Fig. 1: clock routing
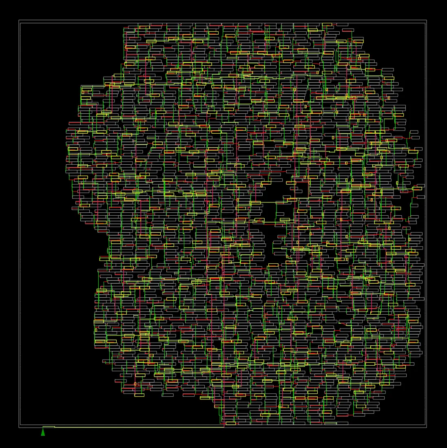
Fig. 2: placed cells, one colour a class
Fill, decap, tap and diode cells in grey.
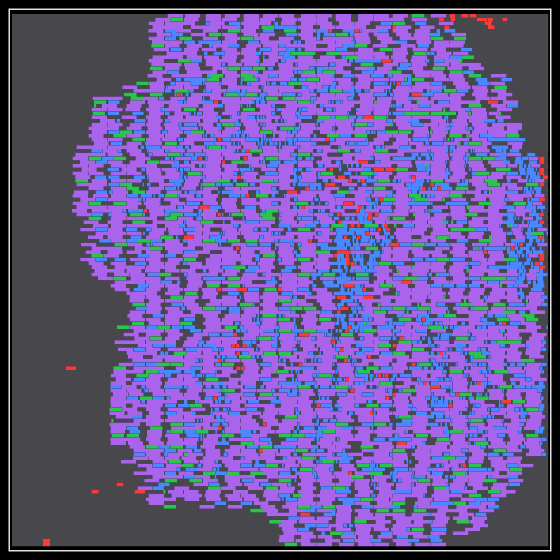
Fig. 3: routed metal, one colour a layer
Bar = 100 um. Two of the layers only.
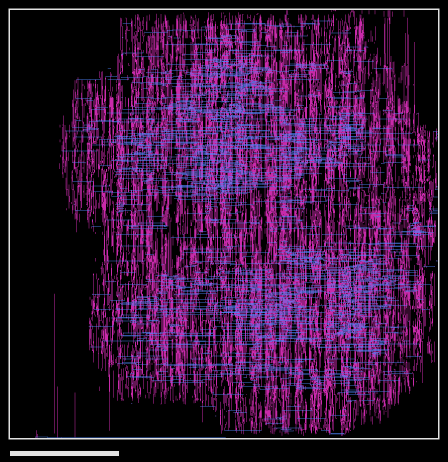
Fig. 4: routed clock nets over the placement
Bar = 100 um.
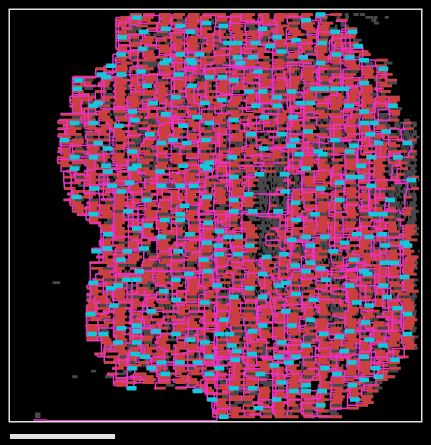
Fig. 5: where the registers sit
Bar = 100 um.
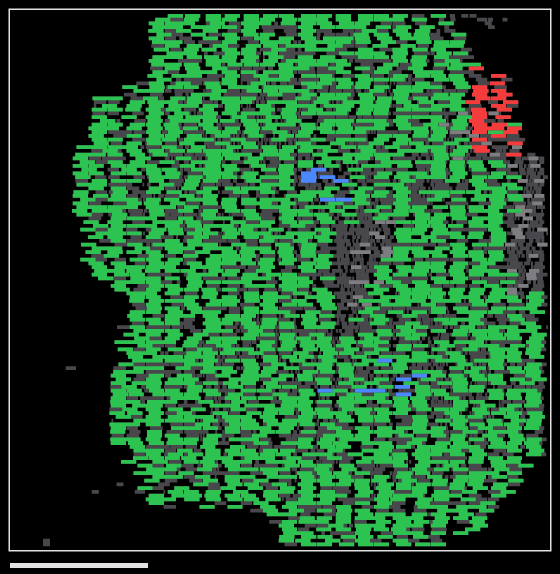
===== config.mk =====
export PLATFORM = sky130hd
export DESIGN_NAME = sync_interleaved_fifo
export DESIGN_NICKNAME = d
export VERILOG_FILES = /design/src/rtl/sync_fifo_pkg.sv /design/src/rtl/reg_fifo.sv /design/src/rtl/single_port_RAM.sv /design/src/rtl/sync_interleaved_fifo.sv
export SDC_FILE = /design/constraint.sdc
export NUM_CORES = 2
export LEC_CHECK = 0
export CORE_UTILIZATION = 55
export CTS_CLUSTER_SIZE = 8
export DETAILED_ROUTE_END_ITERATION = 8
export PLACE_DENSITY = 0.8
export REMOVE_ABC_BUFFERS = 1
export SLEW_MARGIN = 20
export SYNTH_ARGS = -nofsm -noshare
export SYNTH_HDL_FRONTEND = slang
export SYNTH_SLANG_ARGS = --single-unit

===== constraint.sdc =====
create_clock -name clk -period 6.3 [get_ports clk]
set_input_delay 1.575 -clock clk [delete_from_list [all_inputs] [get_ports clk]]
set_output_delay 1.575 -clock clk [all_outputs]
set_load 0.01 [all_outputs]

===== src/rtl/sync_fifo_pkg.sv =====
// Shared width helpers and parameter legality checks for the interleaved FIFO,
// its bank RAMs and its prefetch buffer.
package sync_fifo_pkg;

  function automatic bit is_pow2(input int unsigned n);
    return (n != 0) && ((n & (n - 1)) == 0);
  endfunction

  // Index width for a pointer that wraps modulo depth.
  function automatic int unsigned ptr_width(input int unsigned depth);
    return (depth > 1) ? $clog2(depth) : 1;
  endfunction

  // Width able to hold an occupancy from 0 up to and including depth.
  function automatic int unsigned occ_width(input int unsigned depth);
    return $clog2(depth + 1);
  endfunction

  function automatic int unsigned bank_sel_width(input int unsigned banks);
    return (banks > 1) ? $clog2(banks) : 1;
  endfunction

  function automatic bit params_ok(input int unsigned depth, input int unsigned banks,
                                   input int unsigned pf, input int unsigned afull,
                                   input int unsigned aempty);
    return is_pow2(depth) && is_pow2(banks) && (banks >= 2) && (depth >= 2 * banks) &&
           (pf >= 3) && (afull <= depth) && (aempty <= depth);
  endfunction

endpackage


===== src/rtl/reg_fifo.sv =====
// Small register-based FIFO; head entry is presented combinationally on o_data.
module reg_fifo
  import sync_fifo_pkg::*;
#(
  parameter int unsigned DATA_WIDTH = 8,
  parameter int unsigned DEPTH      = 4
) (
  input  logic                        clk,
  input  logic                        rstn,
  input  logic                        i_clear,
  input  logic                        i_push,
  input  logic [DATA_WIDTH-1:0]       i_data,
  input  logic                        i_pop,
  output logic [DATA_WIDTH-1:0]       o_data,
  output logic                        o_valid,
  output logic [occ_width(DEPTH)-1:0] o_count
);

  localparam int unsigned IdxW = ptr_width(DEPTH);
  localparam int unsigned CntW = occ_width(DEPTH);

  logic [DATA_WIDTH-1:0] r_mem [DEPTH];
  logic [IdxW-1:0]       r_head, r_tail;
  logic [CntW-1:0]       r_count;
  logic                  w_push, w_pop;

  // DEPTH need not be a power of two, so wrap explicitly.
  function automatic logic [IdxW-1:0] next_idx(input logic [IdxW-1:0] idx);
    return (idx == IdxW'(DEPTH - 1)) ? '0 : idx + IdxW'(1);
  endfunction

  assign w_push = i_push && (r_count != CntW'(DEPTH));
  assign w_pop  = i_pop && (r_count != '0);

  always_ff @(posedge clk) begin
    if (!rstn || i_clear) begin
      r_head  <= '0;
      r_tail  <= '0;
      r_count <= '0;
    end else begin
      if (w_push) r_tail <= next_idx(r_tail);
      if (w_pop)  r_head <= next_idx(r_head);
      r_count <= r_count + CntW'(w_push) - CntW'(w_pop);
    end
  end

  always_ff @(posedge clk) begin
    if (w_push) r_mem[r_tail] <= i_data;
  end

  assign o_data  = r_mem[r_head];
  assign o_valid = (r_count != '0);
  assign o_count = r_count;

endmodule


===== src/rtl/single_port_RAM.sv =====
// Single-port RAM, one access per cycle, registered read data, no reset on contents.
module single_port_RAM
  import sync_fifo_pkg::*;
#(
  parameter int unsigned DEPTH = 16,
  parameter int unsigned WIDTH = 8
) (
  input  logic                        clk,
  input  logic                        i_en,
  input  logic                        i_we,
  input  logic [ptr_width(DEPTH)-1:0] i_addr,
  input  logic [WIDTH-1:0]            i_wdata,
  output logic [WIDTH-1:0]            o_rdata
);

  logic [WIDTH-1:0] r_mem [DEPTH];
  logic [WIDTH-1:0] r_rdata;

  always_ff @(posedge clk) begin
    if (i_en) begin
      if (i_we) begin
        r_mem[i_addr] <= i_wdata;
      end else begin
        r_rdata <= r_mem[i_addr];
      end
    end
  end

  assign o_rdata = r_rdata;

endmodule


===== src/rtl/sync_interleaved_fifo.sv =====
// FIFO striped across NUM_BANKS single-port RAMs with a prefetch buffer on the read side.
// Define SYNC_INTERLEAVED_FIFO_STATUS_EN to enable the registered almost_full/almost_empty flags.
module sync_interleaved_fifo
  import sync_fifo_pkg::*;
#(
  parameter int unsigned DATA_WIDTH     = 8,
  parameter int unsigned FIFO_DEPTH     = 256,
  parameter int unsigned NUM_BANKS      = 2,
  parameter int unsigned PREFETCH_DEPTH = 4,
  parameter int unsigned AFULL_LEVEL    = FIFO_DEPTH - 4,
  parameter int unsigned AEMPTY_LEVEL   = 4
) (
  input  logic                        clk,
  input  logic                        rstn,
  input  logic [DATA_WIDTH-1:0]       in_data,
  input  logic                        in_valid,
  output logic                        in_ready,
  output logic [DATA_WIDTH-1:0]       out_data,
  output logic                        out_valid,
  input  logic                        out_ready,
  input  logic                        clear,
  output logic [$clog2(FIFO_DEPTH):0] count,
  output logic                        almost_full,
  output logic                        almost_empty
);

  localparam int unsigned PtrW      = ptr_width(FIFO_DEPTH);
  localparam int unsigned CntW      = occ_width(FIFO_DEPTH);
  localparam int unsigned BankW     = bank_sel_width(NUM_BANKS);
  localparam int unsigned AddrW     = PtrW - BankW;
  localparam int unsigned BankDepth = FIFO_DEPTH / NUM_BANKS;
  localparam int unsigned PfCntW    = occ_width(PREFETCH_DEPTH);
  localparam int unsigned PfSumW    = PfCntW + 1;

  if (!params_ok(FIFO_DEPTH, NUM_BANKS, PREFETCH_DEPTH, AFULL_LEVEL, AEMPTY_LEVEL))
  begin : g_bad_params
    $error("sync_interleaved_fifo: illegal parameter combination");
  end

  logic                  w_flush, w_wr, w_rd, w_rd_issue;
  logic [PtrW-1:0]       r_wptr, r_rptr;
  logic [CntW-1:0]       r_ram_occ, r_count, w_count_d;
  logic [BankW-1:0]      w_wbank, w_rbank, r_s1_bank;
  logic [AddrW-1:0]      w_waddr, w_raddr;
  logic                  r_s1_valid, r_s2_valid;
  logic [DATA_WIDTH-1:0] r_s2_data;
  logic [DATA_WIDTH-1:0] w_bank_rdata [NUM_BANKS];
  logic [PfCntW-1:0]     w_pf_count;
  logic [PfSumW-1:0]     w_pf_used;

  assign w_flush   = !rstn || clear;
  assign in_ready  = (r_count < CntW'(FIFO_DEPTH));
  assign w_wr      = in_valid && in_ready;
  assign w_rd      = out_valid && out_ready;
  assign w_count_d = r_count + CntW'(w_wr) - CntW'(w_rd);
  assign count     = r_count;

  // Low pointer bits pick the bank, the rest address within it.
  assign w_wbank = r_wptr[BankW-1:0];
  assign w_waddr = r_wptr[PtrW-1:BankW];
  assign w_rbank = r_rptr[BankW-1:0];
  assign w_raddr = r_rptr[PtrW-1:BankW];

  // Buffer slots already spoken for; a pop this cycle frees one in time for a new read.
  assign w_pf_used = PfSumW'(w_pf_count) + PfSumW'(r_s1_valid) + PfSumW'(r_s2_valid) -
                     PfSumW'(w_rd);
  assign w_rd_issue = (r_ram_occ != '0) && !(w_wr && (w_wbank == w_rbank)) &&
                      (w_pf_used < PfSumW'(PREFETCH_DEPTH));

  for (genvar b = 0; b < NUM_BANKS; b++) begin : g_bank
    logic w_bwr, w_brd;
    assign w_bwr = w_wr && (w_wbank == BankW'(b));
    assign w_brd = w_rd_issue && (w_rbank == BankW'(b));

    single_port_RAM #(
      .DEPTH(BankDepth),
      .WIDTH(DATA_WIDTH)
    ) u_ram (
      .clk    (clk),
      .i_en   (w_bwr || w_brd),
      .i_we   (w_bwr),
      .i_addr (w_bwr ? w_waddr : w_raddr),
      .i_wdata(in_data),
      .o_rdata(w_bank_rdata[b])
    );
  end

  always_ff @(posedge clk) begin
    if (w_flush) begin
      r_wptr     <= '0;
      r_rptr     <= '0;
      r_ram_occ  <= '0;
      r_count    <= '0;
      r_s1_valid <= 1'b0;
      r_s2_valid <= 1'b0;
    end else begin
      if (w_wr)       r_wptr <= r_wptr + PtrW'(1);
      if (w_rd_issue) r_rptr <= r_rptr + PtrW'(1);
      r_ram_occ  <= r_ram_occ + CntW'(w_wr) - CntW'(w_rd_issue);
      r_count    <= w_count_d;
      r_s1_valid <= w_rd_issue;
      r_s2_valid <= r_s1_valid;
    end
  end

  always_ff @(posedge clk) begin
    r_s1_bank <= w_rbank;
    r_s2_data <= w_bank_rdata[r_s1_bank];
  end

  reg_fifo #(
    .DATA_WIDTH(DATA_WIDTH),
    .DEPTH     (PREFETCH_DEPTH)
  ) u_prefetch (
    .clk    (clk),
    .rstn   (rstn),
    .i_clear(clear),
    .i_push (r_s2_valid),
    .i_data (r_s2_data),
    .i_pop  (w_rd),
    .o_data (out_data),
    .o_valid(out_valid),
    .o_count(w_pf_count)
  );

`ifdef SYNC_INTERLEAVED_FIFO_STATUS_EN
  logic r_afull, r_aempty;

  always_ff @(posedge clk) begin
    if (w_flush) begin
      r_afull  <= 1'b0;
      r_aempty <= 1'b1;
    end else begin
      r_afull  <= (w_count_d >= CntW'(AFULL_LEVEL));
      r_aempty <= (w_count_d <= CntW'(AEMPTY_LEVEL));
    end
  end

  assign almost_full  = r_afull;
  assign almost_empty = r_aempty;
`else
  assign almost_full  = 1'b0;
  assign almost_empty = 1'b0;
`endif

endmodule


==> Changelog: implementation <==
### Metrics

- Status: finished, final reports clean
- Reg-to-Reg End: r_ram_occ[8]$_SDFF_PP0_
- Pre-Place Util: between 50% and 60%
- Metal-1 WL: around 74000 um
- Internal power: 25.7 mW
- Yosys top cell by area: edfxtp_1
- CP max stage delay: around 0.46 ns
- Clock Sinks: between 2k and 2.5k
- Via count: 46.3k
- Longest Clk Path Bufs: 4
- Hold path depth: 0
- Crit-path slowest cell: clkdlybuf4s50_1
- Worst R2R Start: u_prefetch.o_count[1]$_SDFF_PP0_
- Reg area: 64000 sq um
- Iteration-0 DRC Markers: between 7k and 8k
- Final setup margin: between 1 and 1.5 ns
- Comb gate area: 18400 sq um
- Slew HR: between 10% and 20%
- CP Max Fanout: 2
- CTS root buffer: clkbuf_16
- Ys async rst share: 0%
- Share of layout cells above drive strength 1: between 10% and 20%
- DRC viols: 0
- Max Clock Skew: about 0.049 ns
- Slew @ Worst Pin: roughly 1.3 ns
- Port bufs: 31
- Pwr dens: 341 nW/um^2
- Final Cycle Share: between 80% and 90%
- Comb pwr share: between 5 and 6%
- Cts hold-fix bufs: 0
- Largest cells by area: edfxtp_1 (75%), mux4_2 (10%), nand2_1 (2.2%)
- Clk pin slew, worst setup/hold paths: approximately 0.050 ns
- Gr usage total: 28.0%
- Mux share: 11.7%
- Area growth, synth to finish: 13.8%
- Largest net degree at the start of global routing: about 220
- Grt ovf: 0
- Synthesized registers: between 2k and 2.5k
- Critical Path RT: between 7 and 8 ns
- Hold Crit Class: reg2reg
- FMAX: approximately 200 MHz
- Part of the power in registers: about half
- Yosys cell types: roughly 70
- Leakage: ~30 nW
- Hold Vio Cnt, Final: 0
- CTS H-tree lvls: 5
- Setup crit end: r_ram_occ[8]$_SDFF_PP0_
- DRT Wirelength: 214000 um
- Count leader, synth: edfxtp_1
- Die X: just under 400 um
- CP endpoint kind: flop
- Mapped Avg Cell Area: 18.5 sq um
- DR WL met2: around 100000 um
- Critical path depth in cells: 23
- Met3 wire len: 26900 um
- CP Data Arrival Time: just under 6 ns
- Ao+oa area frac: roughly 3.9%
- Rows: approximately 140
- Worst R2R Path Depth: 24
- Min cycle time layout: ~5.1 ns
- Main logic family: multiplexers
- Post-CTS setup buffers: 0
-- Fig. 1 (at the start) --
number of buffers created by CTS: 319
seq_cells: 2150

-- Fig. 2 (at the start) --
Key: clock drivers and dummy loads = green [cells 378, share of their area 9.1%]; other buffers and delay cells = red [cells 154, share of their area 1.7%]; all other logic = blue [cells 2137, share of their area 20%]; flip-flops = purple [cells 2150, share of their area 69%]

-- Fig. 3 (at the start) --
Key: met2 = magenta [wire length 102 mm]; met3 = blue [wire length 26.9 mm]

-- Fig. 4 (at the start) --
Key: flip-flops = red [count 2150]; clock wires = magenta [length 25.0 mm]; cells driving clock nets = cyan [count 319]
There are 320 routed clock nets. Position of the flops: spread over the die.

-- Fig. 5 (at the start) --
Key: g_bank.u_ram.o_rdata = blue [sequential cells 16, where centre]; g_bank.u_ram.r_mem = green [sequential cells 2048]; u_prefetch.r_mem = red [sequential cells 32, where upper right]
Another 54 sequential cells are not coloured.

-- power groups by stage --
stage                     Combinational [mW]  Clock [mW]  Sequential (mW)
final                                   1.65        14.8             16.0
after floorplan                         1.00           0             16.2
after global placement                  1.55           0             16.3
after detailed placement                1.59           0             16.3
after CTS                               1.63        14.8             16.0
after global routing                    1.75        15.4             16.0
-- layout make-up --
class	instances	area share (%)
sequential	2150	67.3
multi-input combinational	2095	19.4
clock buffer	372	8.80
tap	2016	2.65
timing repair buffer	154	1.68
inverter	42	0.166
clock inverter	6	0.0447
antenna	4	0.0105
-- state kept, by name, summed over array words and instances, names as in the netlist, 8 cells and up, named ones only --
name                  cells
r_rptr                    8
r_ram_occ                 9
g_bank.u_ram.o_rdata     16
r_wptr                    8
u_prefetch.r_mem         32
r_s2_data                 8
g_bank.u_ram.r_mem     2048
count                     9
Power and IR drop assume default switching activity.
